## src/rtl/mul_seq_pkg.sv

```systemverilog
// Shared types and defaults for the sequential multiplier slice.
// The state encoding is fixed so that other units in the datapath can decode it.
package mul_seq_pkg;

  localparam int MUL_W_DEFAULT = 8;

  typedef enum logic [1:0] {
    IDLE = 2'b00,
    RUN  = 2'b01,
    DONE = 2'b10
  } state_t;

endpackage

```

## src/rtl/mul_step.sv

```systemverilog
// One combinational add-shift step: conditionally add M into {C,A}, then shift {sum,Q} right by one.
// Kept separate so the divide unit can reuse the same datapath slice.
module mul_step #(
  parameter int W = 8
) (
  input  logic         c,
  input  logic [W-1:0] a,
  input  logic [W-1:0] q,
  input  logic [W-1:0] m,
  output logic [W-1:0] a_next,
  output logic [W-1:0] q_next
);

  logic [W:0] sum;

  assign sum    = {c, a} + (q[0] ? {1'b0, m} : '0);
  assign a_next = sum[W:1];

  // The low bit of the sum drops into the top of Q as Q shifts out its LSB.
  assign q_next[W-1] = sum[0];

  genvar gi;
  generate
    for (gi = 0; gi < W - 1; gi++) begin : g_qshift
      assign q_next[gi] = q[gi+1];
    end
  endgenerate

endmodule

```

## src/rtl/mul_seq_unit.sv

```systemverilog
// Sequential unsigned shift-add multiplier: accepts X/Y over valid/ready, runs W add-shift
// steps, then holds the 2W-bit product on a second valid/ready handshake.
module mul_seq_unit
  import mul_seq_pkg::*;
#(
  parameter int W = MUL_W_DEFAULT
) (
  input  logic           clk,
  input  logic           rst_b,
  input  logic           in_valid,
  output logic           in_ready,
  input  logic [W-1:0]   x,
  input  logic [W-1:0]   y,
  output logic           out_valid,
  input  logic           out_ready,
  output logic [2*W-1:0] product,
  output logic           busy
);

  localparam int CNT_W = (W > 1) ? $clog2(W) : 1;

  state_t           state_reg, state_next;
  logic [W-1:0]     a_reg, a_next;
  logic [W-1:0]     q_reg, q_next;
  logic [W-1:0]     m_reg, m_next;
  logic             c_reg, c_next;
  logic [CNT_W-1:0] cnt_reg, cnt_next;

  logic [W-1:0]     step_a;
  logic [W-1:0]     step_q;

  // C is always zero between steps, so feeding it in keeps the sum at W+1 bits.
  mul_step #(.W(W)) u_step (
    .c      (c_reg),
    .a      (a_reg),
    .q      (q_reg),
    .m      (m_reg),
    .a_next (step_a),
    .q_next (step_q)
  );

  always_comb begin
    state_next = state_reg;
    a_next     = a_reg;
    q_next     = q_reg;
    m_next     = m_reg;
    c_next     = c_reg;
    cnt_next   = cnt_reg;
    case (state_reg)
      RUN: begin
        a_next   = step_a;
        q_next   = step_q;
        c_next   = 1'b0;
        cnt_next = cnt_reg + 1'b1;
        if (cnt_reg == CNT_W'(W - 1)) begin
          state_next = DONE;
        end
      end
      DONE: begin
        if (out_ready) begin
          state_next = IDLE;
        end
      end
      default: begin
        // The unused encoding behaves exactly like IDLE.
        if (in_valid) begin
          m_next     = x;
          q_next     = y;
          a_next     = '0;
          c_next     = 1'b0;
          cnt_next   = '0;
          state_next = RUN;
        end
      end
    endcase
  end

  always_ff @(posedge clk or negedge rst_b) begin
    if (!rst_b) begin
      state_reg <= IDLE;
      a_reg     <= '0;
      q_reg     <= '0;
      m_reg     <= '0;
      c_reg     <= 1'b0;
      cnt_reg   <= '0;
    end else begin
      state_reg <= state_next;
      a_reg     <= a_next;
      q_reg     <= q_next;
      m_reg     <= m_next;
      c_reg     <= c_next;
      cnt_reg   <= cnt_next;
    end
  end

  // Handshake outputs depend on registered state only.
  assign out_valid = (state_reg == DONE);
  assign busy      = (state_reg == RUN) || (state_reg == DONE);
  assign in_ready  = !busy;
  assign product   = {a_reg, q_reg};

endmodule

```

## config.mk

```make
export PLATFORM = sky130hd
export DESIGN_NAME = mul_seq_unit
export DESIGN_NICKNAME = d
export VERILOG_FILES = /design/src/rtl/mul_seq_pkg.sv /design/src/rtl/mul_step.sv /design/src/rtl/mul_seq_unit.sv
export SDC_FILE = /design/constraint.sdc
export NUM_CORES = 1
export LEC_CHECK = 0
export CAP_MARGIN = 20
export CORE_UTILIZATION = 49
export CTS_CLUSTER_SIZE = 40
export DETAILED_ROUTE_END_ITERATION = 10
export GPL_TIMING_DRIVEN = 0
export PLACE_DENSITY = 0.75
export SYNTH_ARGS = -nofsm -noshare
export SYNTH_HDL_FRONTEND = slang
export SYNTH_SLANG_ARGS = --single-unit
```

## constraint.sdc

```tcl
create_clock -name clk -period 2.7 [get_ports clk]
set_input_delay 0.405 -clock clk [delete_from_list [all_inputs] [get_ports clk]]
set_output_delay 0.405 -clock clk [all_outputs]
set_load 0.01 [all_outputs]
```

==> impl_metrics.yaml <==
# yosys + openroad results
yosys:
  syn_inst: 160
  top_area_cell: "dfrtp_1"
  yosysMostFrequentCell: "dfrtp_1"
  fa_ha_area_frac: 0.103
  netlist-cell-type-count: 30
  async_flop_share: 1.00
  postSynthAreaPerCell_um2: 10.3
  yosys-stat-area_um2: 1650
  syn-cell-area_um2: 1650
  ys_warn_count: 0
  yosys_cells: 160
  common_cells: "dfrtp_1 (29), nand2_1 (26), ha_1 (12), o21ai_0 (12), mux2i_1 (11)"
  ys_seq_share: 0.440
  aoi_share: 0.159
worst_setup_path:
  crit_path_start: "q_reg[0]"
  worstSetupStartpointType: "register"
  crit_slowest_cell: "dfrtp_1"
  worst-path-stages: 7
  crit_end: "a_reg[7]"
  crit_chain: "and2_1, ha_1, fa_1, a211oi_1, o21bai_1, a21oi_1, a31oi_1"
  reg2reg_depth: 7
  r2r_setup_slack_ps: 460
  critPathTopFamily: "AND-OR/OR-AND gates"
final_layout:
  area.growth.synth_to_final_pct: 31.4
  buffers_excl_clock: 44
  comb_area_um2: 867
  flop-count: 29
  layout.nonclk_buf_frac: 0.202
  fillers: 245
  largestClassByArea: "logic gates"
  layout_top_cells: "clkdlybuf4s50_1 (38), dfrtp_1 (29), nand2_1 (26), o21ai_0 (12), ha_1 (12)"
  n_all_inverters: 7
  final-seq-area_um2: 726
  comb_share: 0.400
global_routing:
  grt_pass1_wl_mm: 6.11
  met2_usage: 0.392
  track_usage: 0.239
  use_met3: 0.0736
  antenna_found_initial: 0
  first_global_vias: 1372
route:
  viasPerCell: 5.34
  vias: 1341
  wl_met2_mm: 1.75
  wl_per_cell_um: 14.2
  drc: 0
  drt-total-wl_mm: 3.57
  wl_met1_mm: 1.56
  dr.pass1.iters: 4
cts:
  cts_tree: "done"
  cts_root_buf: "clkbuf_4"
  h-tree-depth: 2
  cts_sinks: 29
  clockBufferDepth: 2
  post_cts_buffers: 0
  clk_latency_ps: 340
pwr:
  vdd_drop_max_v: 0.000598
  leakagePower_nw: 0.966
  p_per_area_nw_per_um2: 1020
status:
  status: "finished clean"
placement:
  port_buffers: 38
  gp_congestion: 0.808
floorplanning:
  chipArea_um2: 3600
  rows: 20
  core_util_floorplan: 0.527
  num_io_pins: 39
  core_area_um2: 3130
  die_h_um: 60.0
job:
  cap_viol_max_count: 0
min_path:
  hold_path_class: "input pin to async pin"
timing:
  report.final.slew_viol_count: 0
  rsz0062_at_grt: "no"
  finClkSkew_ps: 11.1
[through the flow]
step | utilization | hold WS (ps) | setup slack [ps] | power (mW) | cells
floorplan | - | 109 | 732 | 1.51 | 160
global placement | 0.666 | 468 | 534 | 1.90 | 242
detailed placement | 0.675 | 491 | 491 | 1.96 | 243
CTS | 0.693 | 425 | 472 | 2.23 | 251
global route | 0.693 | 450 | 245 | 2.40 | 251
finish | 0.693 | 410 | 456 | 2.21 | 251
[power breakdown]
part	total [mW]	switching, mW	leakage (nW)	internal [mW]
sequential	0.757	0.136	0.363	0.621
combinational	1.19	0.582	0.572	0.612
clock	0.263	0.165	0.0310	0.0979
total	2.21	0.883	0.966	1.33
**Sequential cells colored by netlist name**

Scale bar: 20 µm. Other sequential cells in the stronger gray, the rest of the logic in the fainter gray.
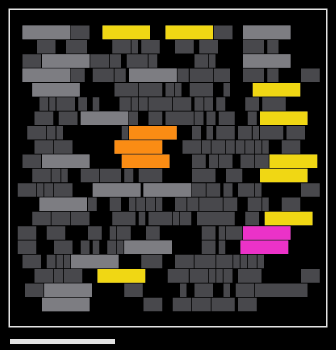
- `cnt_reg`: orange (placed flops 3)
- `a_reg`: yellow (placed flops 8)
- `state_reg`: magenta (placed flops 2)
- not colored: 16

**Placed cells, one color a class**

Scale bar: 20 µm.
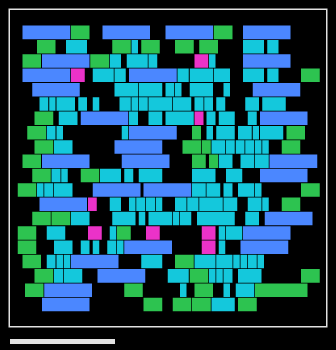
- remaining logic cells: cyan (cells 126; share of their area 42%)
- clock drivers and dummy loads: magenta (cells 8; share of their area 2.6%)
- sequential cells: blue (cells 29; share of their area 34%)
- remaining buffers and delay cells: green (cells 44; share of their area 21%)

**Gate-type map**

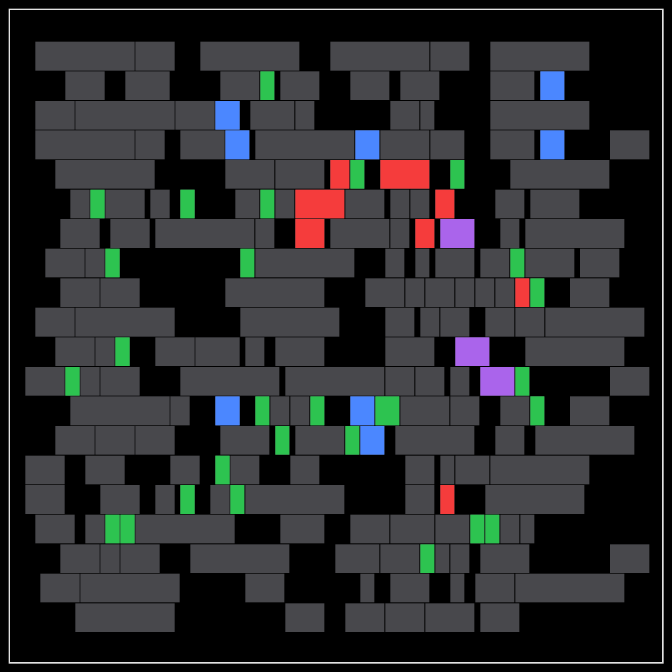
- and/or cells: blue (cells 8; most used and2_1)
- nor cells: red (cells 8; most used nor3_1)
- xor and xnor cells: purple (cells 3; most used xnor2_1)
- nand cells: green (cells 27; most used nand2_1)

Power is estimated from default activity; no workload was simulated.
